**config.mk**
```make
export PLATFORM = sky130hd
export DESIGN_NAME = proc_oci_dct_capture_flat
export DESIGN_NICKNAME = d
export VERILOG_FILES = /design/src/rtl/proc_oci_dct_capture_if.sv /design/src/rtl/proc_oci_dct_capture.sv /design/src/flat_wrapper.sv
export SDC_FILE = /design/constraint.sdc
export NUM_CORES = 1
export LEC_CHECK = 0
export ABC_AREA = 1
export CAP_MARGIN = 20
export CELL_PAD_IN_SITES_DETAIL_PLACEMENT = 0
export CELL_PAD_IN_SITES_GLOBAL_PLACEMENT = 1
export CORE_ASPECT_RATIO = 1.1
export CORE_MARGIN = 1
export CORE_UTILIZATION = 49
export CTS_CLUSTER_SIZE = 10
export DETAILED_ROUTE_END_ITERATION = 16
export PLACE_DENSITY = 0.77
export SYNTH_ARGS = -nofsm -noshare
export SYNTH_HDL_FRONTEND = slang
export SYNTH_SLANG_ARGS = --single-unit
```
**constraint.sdc**
```tcl
create_clock -name clk -period 3.61 [get_ports clk]
set_clock_uncertainty 0.15 [all_clocks]
set_input_delay 0.722 -clock clk [delete_from_list [all_inputs] [get_ports clk]]
set_output_delay 0.722 -clock clk [all_outputs]
set_load 0.005 [all_outputs]
```
**src/rtl/proc_oci_dct_capture_if.sv**
```systemverilog
// Signal bundle between the OCI DCT capture buffer and its driver/drain agent.
// The master side supplies trace words and pop requests; the slave returns drained entries and status.
interface proc_oci_dct_capture_if #(
   parameter int unsigned DCT_W = 30,
   parameter int unsigned CNT_W = 4,
   parameter int unsigned DEPTH = 16,
   parameter int unsigned ERR_W = 8
) ();
   localparam int unsigned LVL_W = $clog2(DEPTH) + 1;

   logic [DCT_W-1:0]       dct_buffer;
   logic [CNT_W-1:0]       dct_count;
   logic                   dct_valid;
   logic                   test_ending;
   logic                   test_has_ended;
   logic                   rd_en;
   logic [DCT_W+CNT_W-1:0] rd_data;
   logic                   rd_valid;
   logic [LVL_W-1:0]       level;
   logic                   overflow;
   logic                   frozen;
   logic                   done;
   logic [ERR_W-1:0]       err_count;

   modport master (
      output dct_buffer, dct_count, dct_valid, test_ending, test_has_ended, rd_en,
      input  rd_data, rd_valid, level, overflow, frozen, done, err_count
   );

   modport slave (
      input  dct_buffer, dct_count, dct_valid, test_ending, test_has_ended, rd_en,
      output rd_data, rd_valid, level, overflow, frozen, done, err_count
   );
endinterface

```
**src/rtl/proc_oci_dct_capture.sv**
```systemverilog
// Circular capture buffer for OCI debug-control-trace words. It freezes on test end and
// drains oldest-first. It also flags illegal slot counts and overflow.
module proc_oci_dct_capture #(
   parameter int unsigned DCT_W     = 30,
   parameter int unsigned CNT_W     = 4,
   parameter int unsigned DEPTH     = 16,
   parameter int unsigned MAX_COUNT = 3,
   parameter bit          WRAP      = 1'b0,
   parameter int unsigned ERR_W     = 8
) (
   input logic                   clk,
   input logic                   reset_n,
   proc_oci_dct_capture_if.slave bus
);
   localparam int unsigned PTR_W = $clog2(DEPTH);
   localparam int unsigned LVL_W = PTR_W + 1;
   localparam int unsigned ENT_W = DCT_W + CNT_W;

   typedef enum logic [1:0] {StCapture, StFrozen, StDone} state_e;

   state_e             state_q, state_d;
   logic [ENT_W-1:0]   mem_q [DEPTH];
   logic [PTR_W-1:0]   wr_ptr_q, wr_ptr_d;
   logic [PTR_W-1:0]   rd_ptr_q, rd_ptr_d;
   logic [LVL_W-1:0]   level_q, level_d;
   logic [ENT_W-1:0]   rd_data_q, rd_data_d;
   logic               rd_valid_q, rd_valid_d;
   logic               overflow_q, overflow_d;
   logic [ERR_W-1:0]   err_q, err_d;
   logic               legal, illegal, full, wr_en;

   always_comb begin
      legal   = bus.dct_valid && (bus.dct_count != '0) && (32'(bus.dct_count) <= MAX_COUNT);
      illegal = bus.dct_valid && (32'(bus.dct_count) > MAX_COUNT);
      full    = (level_q == LVL_W'(DEPTH));

      state_d    = state_q;
      wr_ptr_d   = wr_ptr_q;
      rd_ptr_d   = rd_ptr_q;
      level_d    = level_q;
      rd_data_d  = rd_data_q;
      rd_valid_d = 1'b0;
      overflow_d = overflow_q;
      err_d      = err_q;
      wr_en      = 1'b0;

      unique case (state_q)
         StCapture: begin
            if (legal) begin
               if (!full) begin
                  wr_en    = 1'b1;
                  wr_ptr_d = wr_ptr_q + 1'b1;
                  level_d  = level_q + 1'b1;
               end else begin
                  overflow_d = 1'b1;
                  // Full means wr_ptr == rd_ptr, so writing there replaces the oldest entry.
                  if (WRAP) begin
                     wr_en    = 1'b1;
                     wr_ptr_d = wr_ptr_q + 1'b1;
                     rd_ptr_d = rd_ptr_q + 1'b1;
                  end
               end
            end
            if (illegal && (err_q != '1)) begin
               err_d = err_q + 1'b1;
            end
            if (bus.test_ending || bus.test_has_ended) begin
               state_d = StFrozen;
            end
         end
         StFrozen: begin
            if (bus.rd_en && (level_q != '0)) begin
               rd_data_d  = mem_q[rd_ptr_q];
               rd_valid_d = 1'b1;
               rd_ptr_d   = rd_ptr_q + 1'b1;
               level_d    = level_q - 1'b1;
            end
            if (bus.test_has_ended && (level_q == '0)) begin
               state_d = StDone;
            end
         end
         StDone: begin
            state_d = StDone;
         end
         default: state_d = StCapture;
      endcase
   end

   always_ff @(posedge clk or negedge reset_n) begin
      if (!reset_n) begin
         state_q    <= StCapture;
         wr_ptr_q   <= '0;
         rd_ptr_q   <= '0;
         level_q    <= '0;
         rd_data_q  <= '0;
         rd_valid_q <= 1'b0;
         overflow_q <= 1'b0;
         err_q      <= '0;
      end else begin
         state_q    <= state_d;
         wr_ptr_q   <= wr_ptr_d;
         rd_ptr_q   <= rd_ptr_d;
         level_q    <= level_d;
         rd_data_q  <= rd_data_d;
         rd_valid_q <= rd_valid_d;
         overflow_q <= overflow_d;
         err_q      <= err_d;
      end
   end

   // Storage needs no reset; level and pointers decide what is valid.
   always_ff @(posedge clk) begin
      if (wr_en) begin
         mem_q[wr_ptr_q] <= {bus.dct_count, bus.dct_buffer};
      end
   end

   assign bus.rd_data   = rd_data_q;
   assign bus.rd_valid  = rd_valid_q;
   assign bus.level     = level_q;
   assign bus.overflow  = overflow_q;
   assign bus.frozen    = (state_q != StCapture);
   assign bus.done      = (state_q == StDone);
   assign bus.err_count = err_q;
endmodule
```
**src/flat_wrapper.sv**
```systemverilog
// flat-port wrapper written by rule: the top's interface ports become plain ports
module proc_oci_dct_capture_flat 
#(
   parameter int unsigned DCT_W     = 30,
   parameter int unsigned CNT_W     = 4,
   parameter int unsigned DEPTH     = 16,
   parameter int unsigned MAX_COUNT = 3,
   parameter bit          WRAP      = 1'b0,
   parameter int unsigned ERR_W     = 8
)
  (clk, reset_n, bus_dct_buffer, bus_dct_count, bus_dct_valid, bus_test_ending, bus_test_has_ended, bus_rd_en, bus_rd_data, bus_rd_valid, bus_level, bus_overflow, bus_frozen, bus_done, bus_err_count);
  proc_oci_dct_capture_if #(.DCT_W(DCT_W), .CNT_W(CNT_W), .DEPTH(DEPTH), .ERR_W(ERR_W)) bus_i ();
  input logic clk;
  input logic reset_n;
  input wire logic [$bits(bus_i.dct_buffer)-1:0] bus_dct_buffer;
  input wire logic [$bits(bus_i.dct_count)-1:0] bus_dct_count;
  input wire logic [$bits(bus_i.dct_valid)-1:0] bus_dct_valid;
  input wire logic [$bits(bus_i.test_ending)-1:0] bus_test_ending;
  input wire logic [$bits(bus_i.test_has_ended)-1:0] bus_test_has_ended;
  input wire logic [$bits(bus_i.rd_en)-1:0] bus_rd_en;
  output wire logic [$bits(bus_i.rd_data)-1:0] bus_rd_data;
  output wire logic [$bits(bus_i.rd_valid)-1:0] bus_rd_valid;
  output wire logic [$bits(bus_i.level)-1:0] bus_level;
  output wire logic [$bits(bus_i.overflow)-1:0] bus_overflow;
  output wire logic [$bits(bus_i.frozen)-1:0] bus_frozen;
  output wire logic [$bits(bus_i.done)-1:0] bus_done;
  output wire logic [$bits(bus_i.err_count)-1:0] bus_err_count;
  assign bus_i.dct_buffer = bus_dct_buffer;
  assign bus_i.dct_count = bus_dct_count;
  assign bus_i.dct_valid = bus_dct_valid;
  assign bus_i.test_ending = bus_test_ending;
  assign bus_i.test_has_ended = bus_test_has_ended;
  assign bus_i.rd_en = bus_rd_en;
  assign bus_rd_data = bus_i.rd_data;
  assign bus_rd_valid = bus_i.rd_valid;
  assign bus_level = bus_i.level;
  assign bus_overflow = bus_i.overflow;
  assign bus_frozen = bus_i.frozen;
  assign bus_done = bus_i.done;
  assign bus_err_count = bus_i.err_count;
  proc_oci_dct_capture #(.DCT_W(DCT_W), .CNT_W(CNT_W), .DEPTH(DEPTH), .MAX_COUNT(MAX_COUNT), .WRAP(WRAP), .ERR_W(ERR_W)) u_core (.clk(clk), .reset_n(reset_n), .bus(bus_i));
endmodule
```
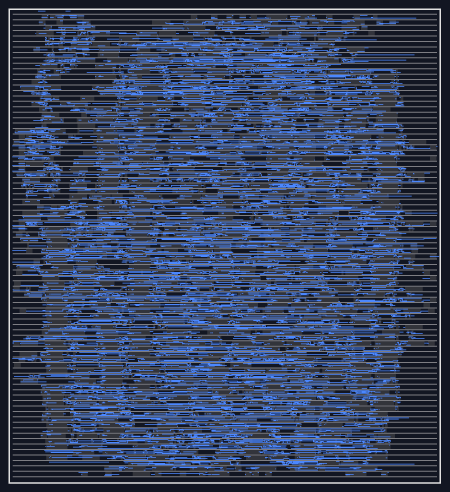
(images/m1.png)
Scale: 2 px per µm. Supply wires on this layer in gray. Cells faint in the background.
longest straight run	63.9 µm
share of all routed wire	44%
wire length on this layer	27.5 mm
nets with wire on the layer	2,054

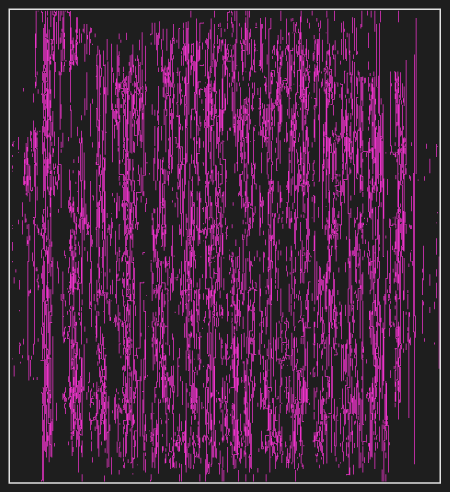
(images/m2.png)
Scale: 2 px per µm.
wire length on this layer	27.6 mm
nets with wire on the layer	1,682
share of all routed wire	44%

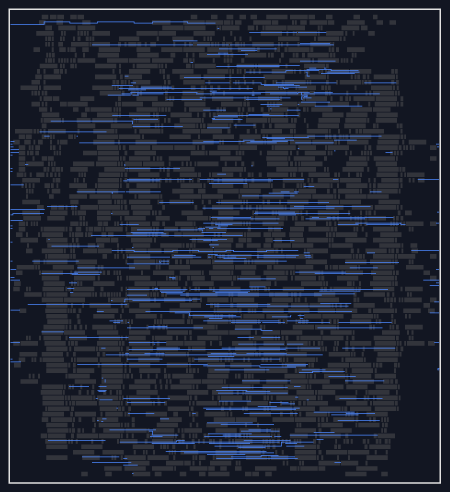
(images/m3.png)
Scale: 2 px per µm. Cells faint in the background.
longest straight run	108 µm
main direction	horizontal

==> worst max-delay path: cells and delay by family (launching register included) <==
kind | cells | cell delay [ps]
buffers and inverters | 3 | 750
flip-flops | 1 | 400
adder cells (fa/ha/maj) | 1 | 210
==> metrics by stage <==
stage | power, mW | hold WS, ps | area [µm²] | util [%]
floorplan | 7.76 | 276 | 24400 | -
global placement | 7.94 | 310 | 26400 | 53.9
detailed placement | 7.94 | 315 | 26400 | 53.9
CTS | 14.4 | 146 | 28500 | 58.1
global route | 14.7 | 187 | 28500 | 58.1
finish | 14.3 | 119 | 28500 | 58.1
==> cells by family after synthesis <==
family / share of synthesized area [%]
AND/OR/NAND/NOR: 22.7
flip-flops: 73.0
buffers and inverters: 2.99
AND-OR/OR-AND: 0.308
XOR/XNOR: 0.431
adder cells (fa/ha/maj): 0.615
==> impl_metrics.toml <==
# synthesis and place-and-route metrics
[routing]
vias = 16100
drc_errors = 0
route.met3.wl_mm = 6.33
viasPerCell = 5.50
wl_mm = 62.4
drt_iter0_drc = 1742
routed-wl-met2_mm = 27.6
routed.top_layer = "met4"
ant_nets = 0

[global_routing]
first_global_vias = 15400
track_usage_pct = 25.0
use_met3_pct = 5.80
met2_usage_pct = 36.0
grt_util_met1_pct = 38.0
grt_busiest_layer = "met1"

[worst_setup_path]
ff2ff_path_depth = 10
crit_path_frequent_cell = "inv_1"
r2r_slack_ps = 1120
cp-endpoint = "bus_frozen"
critPathSlowestCell = "clkdlybuf4s50_1"
cp_data_arrival_time_ps = 1940
crit_type = "reg2out"
crit_path_max_fanout = 4
crit_start = "u_core.state_q[0]"
cp-start-kind = "flop"
reg2reg_to = "u_core.bus.rd_data[32]"

[power]
seq_power_share_pct = 53.3
p_comb_mw = 0.184
switchingPower_mw = 2.81
clock_net_power_mw = 6.48
top_power_group = "sequential cells"
comb_power_share_pct = 1.3
p_per_area_mw_per_mm2 = 501

[synth]
yosysMostFrequentCell = "nand2_1"
synth_cell_type_count = 26
yosysCellCount = 2125
floorplan.nets = 2177
flop_cell = "edfxtp_1"
async_reset_ff_share_pct = 9.78
ys_area_mm2 = 0.0244

[outcome]
outcome = "complete, no violations"

[floorplan]
die_y_um = 236
ios = 91
core-area_mm2 = 0.0490
die_area_mm2 = 0.0507
tap_cells = 652

[finish]
seq_share_pct = 62.5
regArea_mm2 = 0.0178
finalNetCount = 2273
stdcell_count = 2929
ff_count = 603
num-clock-buffers = 124
logic_gates = 1367
largest_register_ffs = 544

[place]
dp.cells = 2801
place_congestion = 0.815
port_buffers = 90
dp_hpwl_mm = 37.4
dp_slack_ps = 407

[sta]
tightest_slew_ps = 950
clock.fmax_mhz = 355
period_needed_ps = 2820

[cts]
cts_tree = "built"
cts_htree_levels = 3
clkLatencyLatePin_ps = 600
post_cts_buffers = 0
path_clk_slew_ps = 50
No activity file was given, so power comes from the tool's default toggle rates.
